===== src/rtl/cleared_ram.sv =====
// cleared_ram: single-port synchronous RAM with per-byte write masks,
// a gated read path with a read_valid strobe, a selectable
// read-during-write mode, an optional output register, and a clear
// engine. The clear engine fills the whole array with CLEAR_VALUE
// after reset or on request, so stale contents never leak out after
// a reset.
//
// Ports:
//   clk         clock, rising edge
//   rst         synchronous active-high reset; starts a clear
//   clear       request a full-array clear (taken only when idle)
//   address     read/write address
//   read_en     read request for address
//   write_en    write request for address
//   write_mask  per-byte-lane write enable (top lane may be partial)
//   write_data  write data
//   read_data   read result; holds when no read completes
//   read_valid  strobe: read_data carries a completed read
//   busy        clear engine running; user accesses are ignored
//
// state    | meaning
// ---------+-----------------------------------------------------
// ST_CLEAR | writing CLEAR_VALUE to ram[ccnt], one entry per cycle
// ST_IDLE  | user reads/writes accepted; clear request starts CLEAR

module cleared_ram #(
    parameter int              SIZE        = 8,
    parameter int              DEPTH       = 16,
    parameter int              RD_MODE     = 0,
    parameter int              OUT_REG     = 0,
    parameter logic [SIZE-1:0] CLEAR_VALUE = '0,
    localparam int             AW          = (DEPTH > 1) ? $clog2(DEPTH) : 1,
    localparam int             MW          = (SIZE + 7) / 8
) (
    input  logic            clk,
    input  logic            rst,
    input  logic            clear,
    input  logic [AW-1:0]   address,
    input  logic            read_en,
    input  logic            write_en,
    input  logic [MW-1:0]   write_mask,
    input  logic [SIZE-1:0] write_data,
    output logic [SIZE-1:0] read_data,
    output logic            read_valid,
    output logic            busy
);

    // Array rows are padded to whole bytes so every lane can use a
    // uniform 8-bit slice; the pad bits of a partial top lane are
    // never read back.
    localparam int PW = MW * 8;

    typedef enum logic {
        ST_IDLE  = 1'b0,
        ST_CLEAR = 1'b1
    } state_t;

    state_t          state, state_nxt;
    logic [AW-1:0]   ccnt, ccnt_nxt;
    logic            clearing, idle;

    logic [PW-1:0]   ram [DEPTH];

    logic            in_range;
    logic            rd_acc;
    logic            wr_go;
    logic [AW-1:0]   wr_idx;
    logic [MW-1:0]   wr_lanes;
    logic [PW-1:0]   wr_word;

    logic [SIZE-1:0] ram_q;
    logic            byp_hit;
    logic [MW-1:0]   byp_mask;
    logic [SIZE-1:0] byp_data;
    logic            rd_v1;
    logic            rd_zero;
    logic [SIZE-1:0] s1_word;

    // ---------------- FSM: state register ----------------
    always_ff @(posedge clk) begin
        if (rst) begin
            state <= ST_CLEAR;
            ccnt  <= '0;
        end else begin
            state <= state_nxt;
            ccnt  <= ccnt_nxt;
        end
    end

    // ---------------- FSM: next state ----------------
    always_comb begin
        state_nxt = state;
        ccnt_nxt  = ccnt;
        case (state)
            ST_CLEAR: begin
                ccnt_nxt = ccnt + 1'b1;
                if (ccnt == AW'(DEPTH - 1)) begin
                    state_nxt = ST_IDLE;
                    ccnt_nxt  = '0;
                end
            end
            default: begin
                if (clear) begin
                    state_nxt = ST_CLEAR;
                    ccnt_nxt  = '0;
                end
            end
        endcase
    end

    // ---------------- FSM: outputs ----------------
    always_comb begin
        clearing = (state == ST_CLEAR);
        idle     = (state == ST_IDLE);
        busy     = clearing;
    end

    // ---------------- access decode ----------------
    always_comb begin
        in_range = ({{(32 - AW){1'b0}}, address} < 32'(DEPTH));
        rd_acc   = idle && !rst && read_en;
        wr_go    = clearing || (idle && !rst && write_en && in_range);
        wr_idx   = clearing ? ccnt : address;
        wr_lanes = clearing ? {MW{1'b1}} : write_mask;
        wr_word  = '0;
        wr_word[SIZE-1:0] = clearing ? CLEAR_VALUE : write_data;
    end

    // ---------------- array (no reset, block-RAM style) ----------------
    // The read port is read-first; write-first behaviour is rebuilt
    // after the array from the registered bypass fields below.
    always_ff @(posedge clk) begin
        if (wr_go) begin
            for (int i = 0; i < MW; i++) begin
                if (wr_lanes[i]) begin
                    ram[wr_idx][8*i +: 8] <= wr_word[8*i +: 8];
                end
            end
        end
        if (rd_acc && in_range) begin
            ram_q <= ram[address][SIZE-1:0];
        end
    end

    always_ff @(posedge clk) begin
        if (rd_acc) begin
            byp_hit  <= write_en && in_range;
            byp_mask <= write_mask;
            byp_data <= write_data;
        end
    end

    // rd_zero forces the result to 0 after reset and for out-of-range
    // reads, so ram_q itself never needs a reset.
    always_ff @(posedge clk) begin
        if (rst) begin
            rd_v1   <= 1'b0;
            rd_zero <= 1'b1;
        end else begin
            rd_v1 <= rd_acc;
            if (rd_acc) begin
                rd_zero <= !in_range;
            end
        end
    end

    always_comb begin
        s1_word = ram_q;
        if ((RD_MODE != 0) && byp_hit) begin
            for (int b = 0; b < SIZE; b++) begin
                if (byp_mask[b / 8]) begin
                    s1_word[b] = byp_data[b];
                end
            end
        end
        if (rd_zero) begin
            s1_word = '0;
        end
    end

    // ---------------- optional output register ----------------
    generate
        if (OUT_REG != 0) begin : g_oreg
            logic            rd_v2;
            logic [SIZE-1:0] rd_d2;

            always_ff @(posedge clk) begin
                if (rst) begin
                    rd_v2 <= 1'b0;
                    rd_d2 <= '0;
                end else begin
                    rd_v2 <= rd_v1;
                    if (rd_v1) begin
                        rd_d2 <= s1_word;
                    end
                end
            end

            assign read_valid = rd_v2;
            assign read_data  = rd_d2;
        end else begin : g_noreg
            assign read_valid = rd_v1;
            assign read_data  = s1_word;
        end
    endgenerate

endmodule

===== config.mk =====
export PLATFORM = sky130hd
export DESIGN_NAME = cleared_ram
export DESIGN_NICKNAME = d
export VERILOG_FILES = /design/src/rtl/cleared_ram.sv
export SDC_FILE = /design/constraint.sdc
export NUM_CORES = 1
export LEC_CHECK = 0
export CORE_MARGIN = 1.5
export CORE_UTILIZATION = 30
export CTS_CLUSTER_SIZE = 30
export DETAILED_ROUTE_END_ITERATION = 7
export MAX_ROUTING_LAYER = met4
export PLACE_DENSITY = 0.58
export SETUP_SLACK_MARGIN = 0.5
export SYNTH_ARGS = -nofsm -noshare
export SYNTH_HDL_FRONTEND = slang
export SYNTH_SLANG_ARGS = --single-unit

===== constraint.sdc =====
create_clock -name clk -period 2.3 [get_ports clk]
set_clock_uncertainty 0.05 [all_clocks]
set_input_delay 0.69 -clock clk [delete_from_list [all_inputs] [get_ports clk]]
set_output_delay 0.69 -clock clk [all_outputs]
set_load 0.01 [all_outputs]

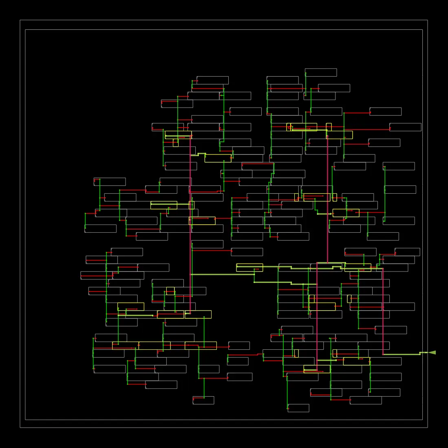
(run_1/final_clocks.png)
Latency at later pin: 0.41 ns
# clock sinks: 143
clk_buf instances: 21
CTS Buf Count: 17
clock network power: 0.00251 W

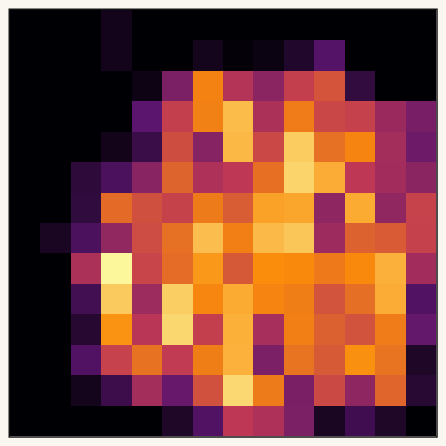
(run_1/density.png)
(3 px per um) 14 x 14 tiles, from black (low) to pale yellow (high), 0 to 100% covered.
densest ninth of the die	center
nearly empty tiles	29%
tiles over 75% full	13%
core area: 18830 sq um
Core Density at Floorplan: 30.81%
fin util: 40.76%

==> results.py, run 1 <==
# Flow results
metrics = {
    "synth": {
        "ys_sh_mux_pct": 12.34,
        "avgSynthCellArea_sq_um": 17.63,
        "synth.distinct_cells": 35,
        "aoi_share_pct": 5.931,
        "area_leaders": "edfxtp_1 (70%), mux4_2 (6.6%), mux2i_1 (3.3%), nor2b_1 (2.7%), dfxtp_1 (2.4%)",
        "yosysTopAreaCellShare_pct": 70.39,
        "logic_family": "multiplexers",
        "synth-warning-count": 0,
        "largest_area_cell": "edfxtp_1",
        "yosysChipArea_sq_um": 5802,
        "yosys.stat.seqShare_pct": 72.81,
        "fa_ha_area_share_pct": 0.2157,
        "netlist_instances": 329,
        "syn_nets": 348,
        "syn_area_sq_um": 5802,
        "synth_flops": 143,
        "xor_area_share_pct": 0,
        "simple_gate_area_share_pct": 6.340,
        "ys_cells": 329,
    },
    "route": {
        "drt_first_pass_iters": 4,
        "via_per_inst": 4.600,
        "postRouteAntennaNets": 0,
        "drcViolationCount": 0,
        "drtIter0Drc": 196,
        "via_count": 3128,
        "finalWirelength_mm": 12.57,
        "avgRoutedWirePerCell_um": 18.49,
    },
    "worst_setup_path": {
        "rrSetupSlack_ns": 0.56,
        "r2r-start": "busy$_SDFF_PP1_",
        "required_ns": 1.56,
        "reg2reg_depth": 5,
        "worstReg2RegEnd": "ram[8][6]$_DFFE_PP_",
        "arrival_ns": 1.13,
        "worstSetupEndpoint": "read_data[1]",
        "crit_fanout": 4,
        "worstSetupPathType": "flip-flop to primary output",
        "end_kind": "primary output",
        "crit_start": "rd_zero$_SDFFE_PP1P_",
        "start_kind": "flip-flop",
    },
    "hold_path": {
        "min_delay_worst_endpoint": "ccnt[0]$_SDFFE_PP0P_",
        "hp-start": "ccnt[0]$_SDFFE_PP0P_",
        "hp-class": "flip-flop to flip-flop",
        "hold_depth": 2,
    },
    "finish": {
        "finalNonFillerCells": 680,
        "nFillCells": 1697,
        "final_cell_area_sq_um": 7676,
        "largest_register_ffs": 128,
        "syn2layout_area_growth_pct": 32.31,
        "drive_above_1_share_pct": 38.33,
        "num_antenna_cells": 0,
        "layout_top_cell": "edfxtp_1",
        "fin_nets": 428,
        "reg_top3": "ram (128), ram_q (8), ccnt (4)",
        "layout_top_cells": "edfxtp_1 (136), buf_4 (34), nor2b_1 (22), mux4_2 (20), clkbuf_16 (18)",
        "largest-register": "ram",
    },
    "grt": {
        "grt_max_degree": 26,
        "grt_pass1_vias": 3285,
        "gr-usage-all-layers_pct": 13.90,
        "grt_pass1_wl_mm": 19.75,
        "grt.overflow.total": 0,
        "antenna_found_initial": 0,
    },
    "clocking": {
        "clk_pin_slew_ns": 0.06,
        "clockBufferDepth": 2,
        "htree_levels": 4,
        "cts-root-buf": "clkbuf_16",
        "cts_tree": "built",
        "hold_buffers": 0,
    },
    "timing": {
        "tns_ns": 0,
        "hold_viol": 0,
        "slew_headroom_pct": 54.50,
        "fmax_mhz": 535.4,
        "period_needed_ns": 1.868,
        "final_max_slew_viol_count": 0,
        "finalSetupViolCount": 0,
        "timing.final.crit_share_pct": 81.21,
        "grt_setup_unrepaired": "yes",
        "tightest_slew_ns": 0.6794,
        "fin_ws_ns": 0.4322,
        "fin_hold_ws_ns": 0.5127,
    },
    "pwr": {
        "pg_comb_w": 0.000417,
        "irDropWorstVdd_uv": 395.4,
        "power_density_nw_per_um2": 757.3,
        "p_seq_w": 0.00289,
        "p_leak_nw": 2.566,
        "power_frac_clock_pct": 43.1,
        "comb_power_share_pct": 7.2,
        "p_int_w": 0.004641,
        "p_sw_share_pct": 20.16,
        "switching_power_w": 0.001172,
        "power_leader": "registers",
        "power.total_w": 0.005813,
        "p_seq_share_pct": 49.7,
    },
    "placed_design": {
        "dp_cells": 631,
        "routabilityCongestion": 0.7530,
        "hpwl_mm": 8.508,
        "placed_area_sq_um": 6874,
        "place_ws_ns": -0.4388,
    },
    "run_status": {
        "status": "complete, no violations",
    },
    "floorplanning": {
        "num_rows": 50,
        "dieArea_sq_um": 20180,
        "io_pins": 28,
    },
    "job": {
        "warning_count": 29,
        "drv_cap": 0,
    },
}
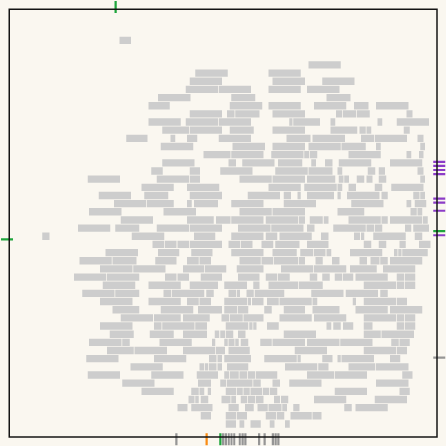
(run_1/pins.png)
(3 px per um) Pins as bars across the die edge, other pins in gray.
port	color	pins	direction	edge
address	green	4	input	1 top, 1 right, 1 left, 1 bottom
clear	orange	1	input	bottom
read_data	purple	8	output	right
all pins by edge	16 bottom, 10 right, 1 top, 1 left
die height: 142.1 um
IO Port Bufs: 27
die outline width: 142.1 um

[run 1: repair_timing]
item                       CTS  global route
hold endpoints to repair     0             0
setup buffers               11             7
pin swaps                   14             7
setup endpoints to repair  186            98
gates resized               76            18
gates cloned                 0             1
[run 1: Yosys cell counts]
master,n
edfxtp_1,136
nor2b_1,25
nor2_1,22
mux2i_1,19
mux4_2,17
a21oi_1,11
nand2_1,9
a211oi_1,7
a22oi_1,7
buf_2,7
clkbuf_1,7
dfxtp_1,7
mux4_1,5
nor3b_1,5
o21ai_0,5
a31oi_1,4
inv_1,4
nand3_1,4
buf_6,3
o211ai_1,3
o21ai_1,3
o31ai_1,3
a211oi_2,2
nand2b_1,2
o41ai_2,2
a41oi_1,1
buf_12,1
buf_4,1
ha_1,1
mux2_2,1
nand3b_1,1
nor3_1,1
o21a_1,1
or2_2,1
or3_1,1
[run 1: final cells by class]
cell class	instances	area (sq um)	area share (%)
clock buffer	21	440.4	5.738
clock inverter	9	95.09	1.239
inverter	4	18.77	0.2445
multi-input combinational	163	1779	23.18
sequential	143	4232	55.13
tap	260	325.3	4.238
timing repair buffer	80	785.8	10.24
[run 1: per-layer routing]
layer	routed length, um	GRT usage, %	vias up
met5	0	-	-
met4	194	4.721	0
met3	660	3.331	17
met2	6227	22.03	65
met1	5488	17.58	1578
li1	-	-	1468
[run 1: critical path, cell delays in order (launching register included)]
cell	delay (ns)
dfxtp_4	0.35
buf_6	0.12
nor2b_1	0.11
buf_2	0.14
[run 1: logic make-up after synthesis]
| logic type | Yosys count |
|---|---|
| AND-OR/OR-AND | 49 |
| buffers and inverters | 23 |
| adder cells (fa/ha/maj) | 1 |
| flip-flops | 143 |
| AND/OR/NAND/NOR | 71 |
| multiplexers | 42 |
==> inputs of run 2 (changes only) <==
==> constraint.sdc (replaced) <==
create_clock -name clk -period 1.6 [get_ports clk]
set_clock_uncertainty 0.05 [all_clocks]
set_input_delay 0.48 -clock clk [delete_from_list [all_inputs] [get_ports clk]]
set_output_delay 0.48 -clock clk [all_outputs]
set_load 0.01 [all_outputs]
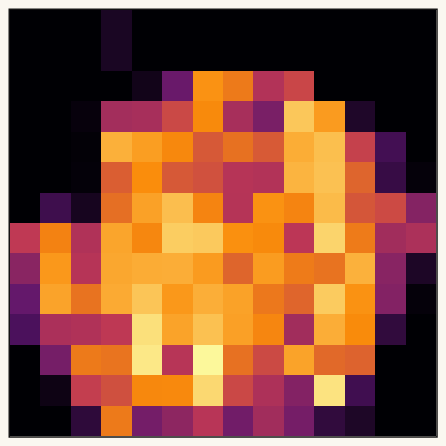
(run_2/density.png)
(3 px per um) 14 x 14 tiles, from black (low) to pale yellow (high), 0 to 100% covered.
tiles over 75% full	22%
densest ninth of the die	center
fullest tile	98%
nearly empty tiles	31%
mean over tiles	41%
emptiest ninth of the die	upper left
fin util: 45.53%

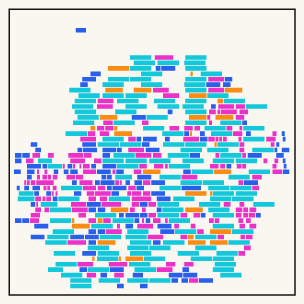
(run_2/cell_classes.png)
(2 px per um)
class	color	cells	share of their area
flops	cyan	143	51%
clock drivers and dummy loads	orange	32	7.0%
all other logic	magenta	167	23%
other buffers and delay cells	blue	122	18%
final instance area: 8573 sq um
Cell Rows: 50
flop share of the area: 49.43%

==> results.py, run 2 <==
# Flow results
metrics = {
    "clocking": {
        "clock_latency_ns": 0.42,
        "clockBufferDepth": 2,
        "htree_levels": 4,
        "numCtsBuffers": 17,
        "cts-root-buf": "clkbuf_16",
        "hold_buffers": 0,
        "cts_tree": "built",
        "post_cts_resized": 121,
    },
    "route": {
        "topRoutingLayerUsed": "met4",
        "drcViolationCount": 0,
        "via_per_inst": 4.725,
        "drtIter0Drc": 284,
        "postRouteAntennaNets": 0,
        "avgRoutedWirePerCell_um": 19.09,
    },
    "worst_setup_path": {
        "crit_fanout": 7,
        "crit_path_max_incr_delay_ns": 0.35,
        "crit_start": "busy$_SDFF_PP1_",
        "cp_slowest_cell": "dfxtp_4",
        "rrSetupSlack_ns": -0.13,
        "r2r-start": "busy$_SDFF_PP1_",
        "crit_family": "buffers and inverters",
        "worstSetupEndpoint": "ram[6][3]$_DFFE_PP_",
        "crit_cells": 7,
        "arrival_ns": 1.81,
        "end_kind": "flip-flop",
        "cp_num_buf_inv": 4,
        "start_kind": "flip-flop",
        "crit_top_cell": "buf_12",
        "worstReg2RegEnd": "ram[6][3]$_DFFE_PP_",
    },
    "placed_design": {
        "hpwl_mm": 9.224,
        "routabilityCongestion": 0.7553,
    },
    "synth": {
        "synth_flops": 143,
        "common_cells": "edfxtp_1 (136), nor2b_1 (25), nor2_1 (22), mux2i_1 (19), mux4_2 (17)",
        "synth.distinct_cells": 35,
        "ys_cells": 329,
        "yosysChipArea_sq_um": 5802,
        "ff_type": "edfxtp_1",
        "avgSynthCellArea_sq_um": 17.63,
        "yosysTopAreaCellShare_pct": 70.39,
        "largest_area_cell": "edfxtp_1",
        "area_leaders": "edfxtp_1 (70%), mux4_2 (6.6%), mux2i_1 (3.3%), nor2b_1 (2.7%), dfxtp_1 (2.4%)",
        "yosys.stat.seqShare_pct": 72.81,
    },
    "floorplanning": {
        "die_height_um": 142.1,
        "tap_cells": 260,
        "io_pins": 28,
        "die_x_um": 142.1,
    },
    "pwr": {
        "power_frac_clock_pct": 44.1,
        "switching_power_w": 0.001783,
        "pg_comb_w": 0.000711,
        "p_seq_share_pct": 47.8,
        "power_leader": "registers",
        "p_leak_nw": 2.991,
        "p_int_w": 0.006921,
    },
    "grt": {
        "grt_pass1_wl_mm": 21.38,
        "gr-usage-all-layers_pct": 15.34,
        "grt_pass1_vias": 3637,
        "use_met1_pct": 19.71,
    },
    "finish": {
        "nFillCells": 1581,
        "multiInputCombCellCount": 163,
        "clock_area_share_pct": 6.757,
        "layout_top_cell": "edfxtp_1",
        "largest_register_ffs": 128,
        "largest-register": "ram",
        "seq_cells": 143,
        "reg_top3": "ram (128), ram_q (8), ccnt (4)",
        "logic_area_sq_um": 1911,
        "drive_above_1_share_pct": 48.49,
        "ff_latch_area_sq_um": 4238,
        "layout_top_cells": "edfxtp_1 (136), buf_4 (35), buf_12 (33), buf_6 (29), mux4_2 (19)",
    },
    "timing": {
        "slew_headroom_pct": 73.45,
        "period_needed_ns": 1.728,
        "fin_hold_ws_ns": 0.4822,
        "grt_setup_unrepaired": "yes",
        "fin_ws_ns": -0.1278,
        "finalSetupViolCount": 146,
        "hold_viol": 0,
    },
    "run_status": {
        "status": "complete, but fails checks",
        "violations": "setup timing",
    },
    "job": {
        "warning_count": 29,
        "drv_cap": 0,
    },
    "hold_path": {
        "hp-class": "primary input to flip-flop",
        "hold_depth": 3,
    },
}
## run 2: netlist changes by cell type in the layout (fill, tap and decap cells not counted), moves of 4 or more
| cell | previous run | this run |
|---|---|---|
| buf_12 | 10 | 33 |
| buf_6 | 10 | 29 |
| nor2b_4 | 1 | 16 |
| nor2b_1 | 22 | 9 |
| nand2_4 | 0 | 5 |
| buf_2 | 10 | 6 |
| nand2_8 | 4 | 0 |
## run 2: logic make-up (layout without fill, tap and decap cells)
kind of cell | count (synthesis) | after routing | synth area share, %
AND-OR/OR-AND | 49 | 49 | 5.930
adder cells (fa/ha/maj) | 1 | 1 | 0.2156
buffers and inverters | 23 | 158 | 2.372
flip-flops | 143 | 143 | 72.81
multiplexers | 42 | 42 | 12.34
AND/OR/NAND/NOR | 71 | 71 | 6.340
## run 2: worst min-delay path by stage
stage / startpoint / end / slack (ns)
global placement: rd_zero$_SDFFE_PP1P_ / rd_zero$_SDFFE_PP1P_ / 0.48
finish: rst / ccnt[0]$_SDFFE_PP0P_ / 0.48
global route: rst / ccnt[0]$_SDFFE_PP0P_ / 0.47
CTS: rd_zero$_SDFFE_PP1P_ / rd_zero$_SDFFE_PP1P_ / 0.47
floorplan: ccnt[0]$_SDFFE_PP0P_ / ccnt[0]$_SDFFE_PP0P_ / 0.47
detailed placement: rd_zero$_SDFFE_PP1P_ / rd_zero$_SDFFE_PP1P_ / 0.49
## run 2: through the flow
step	setup TNS, ns	cells	setup slack [ns]
global placement	-114.30	656	-0.9042
floorplan	-24.73	329	-0.1920
CTS	-17.14	718	-0.1842
finish	-10.73	724	-0.1278
global route	-17.39	724	-0.1800
detailed placement	-117.40	656	-0.8928
## run 2: tightest hold or removal path, stage by stage
cell and delay, ns:
clkbuf_2 0.20, buf_4 0.18, a21oi_1 0.04
==> inputs of run 3 (changes only) <==
--- a/config.mk
+++ b/config.mk
@@ -9,7 +9,7 @@
 export CORE_UTILIZATION = 30
 export CTS_CLUSTER_SIZE = 30
 export DETAILED_ROUTE_END_ITERATION = 7
-export MAX_ROUTING_LAYER = met4
+export HOLD_SLACK_MARGIN = 0.06
 export PLACE_DENSITY = 0.58
 export SETUP_SLACK_MARGIN = 0.5
 export SYNTH_ARGS = -nofsm -noshare
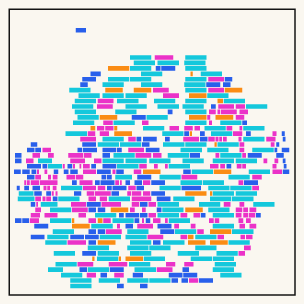
(run_3/cell_classes.png)
(2 px per um)
class	color	cells	share of their area
other buffers and delay cells	blue	123	18%
flops	cyan	143	51%
all other logic	magenta	167	24%
clock drivers and dummy loads	orange	32	7.0%
final instance area: 8606 sq um
flop share of the area: 49.24%
fin util: 45.70%

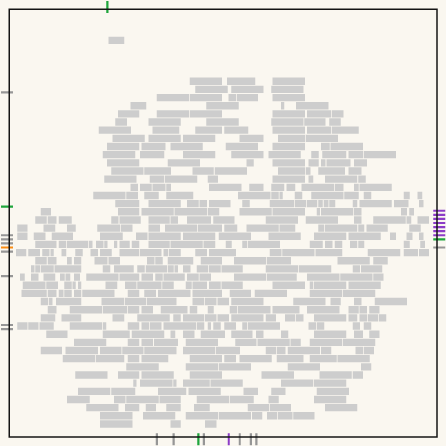
(run_3/pins.png)
(3 px per um) Pins as bars across the die edge, other pins in gray.
port	color	pins	direction	edge
read_data	purple	8	output	7 right, 1 bottom
clear	orange	1	input	left
address	green	4	input	1 top, 1 bottom, 1 right, 1 left

==> results.py, run 3 <==
# Flow results
metrics = {
    "synth": {
        "yosysTopAreaCellShare_pct": 70.39,
        "netlist_instances": 329,
        "area_leaders": "edfxtp_1 (70%), mux4_2 (6.6%), mux2i_1 (3.3%), nor2b_1 (2.7%), dfxtp_1 (2.4%)",
        "largest_area_cell": "edfxtp_1",
        "fa_ha_area_share_pct": 0.2157,
        "xor_area_share_pct": 0,
        "synth-warning-count": 0,
        "ys_sh_mux_pct": 12.34,
        "simple_gate_area_share_pct": 6.340,
        "yosysChipArea_sq_um": 5802,
        "yosys.stat.seqShare_pct": 72.81,
        "ys_cells": 329,
        "synthArstFlopShare_pct": 0,
        "ff_type": "edfxtp_1",
        "synth.distinct_cells": 35,
        "edf_count": 136,
        "most_common_cell": "edfxtp_1",
        "common_cells": "edfxtp_1 (136), nor2b_1 (25), nor2_1 (22), mux2i_1 (19), mux4_2 (17)",
        "synth_flops": 143,
        "logic_family": "multiplexers",
        "avgSynthCellArea_sq_um": 17.63,
    },
    "floorplanning": {
        "core_util_floorplan_pct": 30.81,
        "tap_cells": 260,
        "io_pins": 28,
        "die_x_um": 142.1,
        "die_height_um": 142.1,
        "dieArea_sq_um": 20180,
        "coreArea_sq_um": 18830,
        "num_rows": 50,
    },
    "route": {
        "postRouteAntennaNets": 0,
        "drcViolationCount": 0,
        "via_per_inst": 4.680,
        "drt_first_pass_iters": 4,
        "avgRoutedWirePerCell_um": 19.04,
        "drtIter0Drc": 285,
        "via_count": 3393,
    },
    "pwr": {
        "power_leader": "registers",
        "p_leak_nw": 3.000,
        "p_seq_share_pct": 47.7,
        "pg_comb_w": 0.000712,
        "power_frac_clock_pct": 44.1,
        "comb_power_share_pct": 8.2,
        "powerClk_w": 0.00384,
        "p_sw_share_pct": 20.53,
        "p_seq_w": 0.00416,
        "power.total_w": 0.008709,
        "irDropWorstVdd_uv": 789.8,
        "p_int_w": 0.006921,
        "switching_power_w": 0.001788,
        "power_density_nw_per_um2": 1012,
    },
    "worst_setup_path": {
        "rrSetupSlack_ns": -0.13,
        "crit_top_cell": "buf_12",
        "crit_family": "buffers and inverters",
        "crit_fanout": 7,
        "required_ns": 1.68,
        "critical_path.cell_chain": "buf_12 -> buf_6 -> buf_12 -> nor3b_4 -> a31oi_4 -> nor2_4 -> buf_12",
        "arrival_ns": 1.81,
        "cp_slowest_cell": "dfxtp_4",
        "worstSetupEndpoint": "ram[6][7]$_DFFE_PP_",
        "crit_path_max_incr_delay_ns": 0.35,
        "r2r-start": "busy$_SDFF_PP1_",
        "start_kind": "flip-flop",
        "reg2reg_depth": 7,
        "crit_start": "busy$_SDFF_PP1_",
        "crit_cells": 7,
        "worstReg2RegEnd": "ram[6][7]$_DFFE_PP_",
        "worstSetupPathType": "flip-flop to flip-flop",
        "cp_num_buf_inv": 4,
        "end_kind": "flip-flop",
    },
    "grt": {
        "use_met1_pct": 19.60,
        "met3_usage_pct": 3.533,
        "globalRoute.busiestLayer": "met2",
        "grt_use_met2_pct": 24.01,
        "grt_pass1_wl_mm": 21.36,
        "grt_pass1_vias": 3638,
        "grt_max_degree": 17,
        "grt.overflow.total": 0,
    },
    "clocking": {
        "clock_sinks": 143,
        "cts-root-buf": "clkbuf_16",
        "clk_pin_slew_ns": 0.06,
        "hold_buffers": 0,
        "clock_latency_ns": 0.41,
        "cts_tree": "built",
        "htree_levels": 4,
        "cts_setup_buffers": 29,
        "numCtsBuffers": 17,
    },
    "timing": {
        "tns_ns": -11.23,
        "fin_ws_ns": -0.1306,
        "finalSetupViolCount": 146,
        "grt_setup_unrepaired": "yes",
        "final_max_slew_viol_count": 0,
        "fmax_mhz": 577.8,
        "timing.final.crit_share_pct": 108.2,
        "slew_headroom_pct": 73.30,
        "tightest_slew_ns": 0.3991,
        "fin_hold_ws_ns": 0.4932,
    },
    "finish": {
        "nNonClkInverters": 4,
        "largest_register_ffs": 128,
        "logic_area_sq_um": 1928,
        "reg_top3": "ram (128), ram_q (8), ccnt (4)",
        "layout_top_cell": "edfxtp_1",
        "clock_area_share_pct": 6.732,
        "num_antenna_cells": 0,
        "clock_buffers": 19,
        "largest-register": "ram",
        "drive_above_1_share_pct": 49.25,
        "multiInputCombCellCount": 163,
        "nFillCells": 1576,
        "bufAreaShareNonClock_pct": 17.62,
        "syn2layout_area_growth_pct": 48.33,
        "largest_class": "registers",
        "ff_latch_area_sq_um": 4238,
        "seq_cells": 143,
        "fin_nets": 471,
    },
    "job": {
        "warning_count": 29,
        "drv_cap": 0,
    },
    "hold_path": {
        "hp-class": "flip-flop to flip-flop",
    },
    "run_status": {
        "status": "complete, but fails checks",
        "violations": "setup timing",
    },
    "placed_design": {
        "io_buffers": 27,
        "dp_cells": 656,
        "placed_area_sq_um": 7327,
        "place_ws_ns": -0.8928,
        "routabilityCongestion": 0.7459,
    },
}
[run 3: cell count changes in the layout (fill, tap and decap cells not counted)]
cell | before | now
nor2b_1 | 9 | 10
nor3b_2 | 0 | 1
nor2b_4 | 16 | 15
buf_4 | 35 | 34
a21oi_1 | 9 | 8
buf_6 | 29 | 31
a211oi_2 | 5 | 6
a211oi_1 | 4 | 3
nor3b_4 | 3 | 4
nor3b_1 | 2 | 0
a21oi_2 | 2 | 3
[run 3: cell families (layout without fill, tap and decap cells)]
group,after synthesis,in the layout
simple gates,71,71
compound gates,49,49
mux,42,42
buf+inv,23,159
flops,143,143
fa+ha+maj,1,1
[run 3: layer usage]
metal	part of all wire, %	vias up
met4	1.6	0
met1	44	1722
met5	0	-
met3	5.3	15
li1	-	1564
met2	49	92
[run 3: worst min-delay path by stage]
| stage | from | to | slack (ns) | depth (start not counted) |
|---|---|---|---|---|
| floorplan | ccnt[0]$_SDFFE_PP0P_ | ccnt[0]$_SDFFE_PP0P_ | 0.47 | 2 |
| global placement | rd_zero$_SDFFE_PP1P_ | rd_zero$_SDFFE_PP1P_ | 0.48 | 2 |
| detailed placement | rd_zero$_SDFFE_PP1P_ | rd_zero$_SDFFE_PP1P_ | 0.49 | 2 |
| CTS | rd_zero$_SDFFE_PP1P_ | rd_zero$_SDFFE_PP1P_ | 0.47 | 2 |
| global route | rst | ccnt[0]$_SDFFE_PP0P_ | 0.50 | 3 |
| finish | rd_zero$_SDFFE_PP1P_ | rd_zero$_SDFFE_PP1P_ | 0.49 | 2 |
[run 3: worst register-to-register path: cells and delay by family (launching register included)]
family | cells | cell delay, ns
AND/OR/NAND/NOR | 2 | 0.40
buffers and inverters | 4 | 0.54
flip-flops | 1 | 0.35
AND-OR/OR-AND | 1 | 0.11
Power figures rest on the tool's default switching activity, not on a simulated workload.
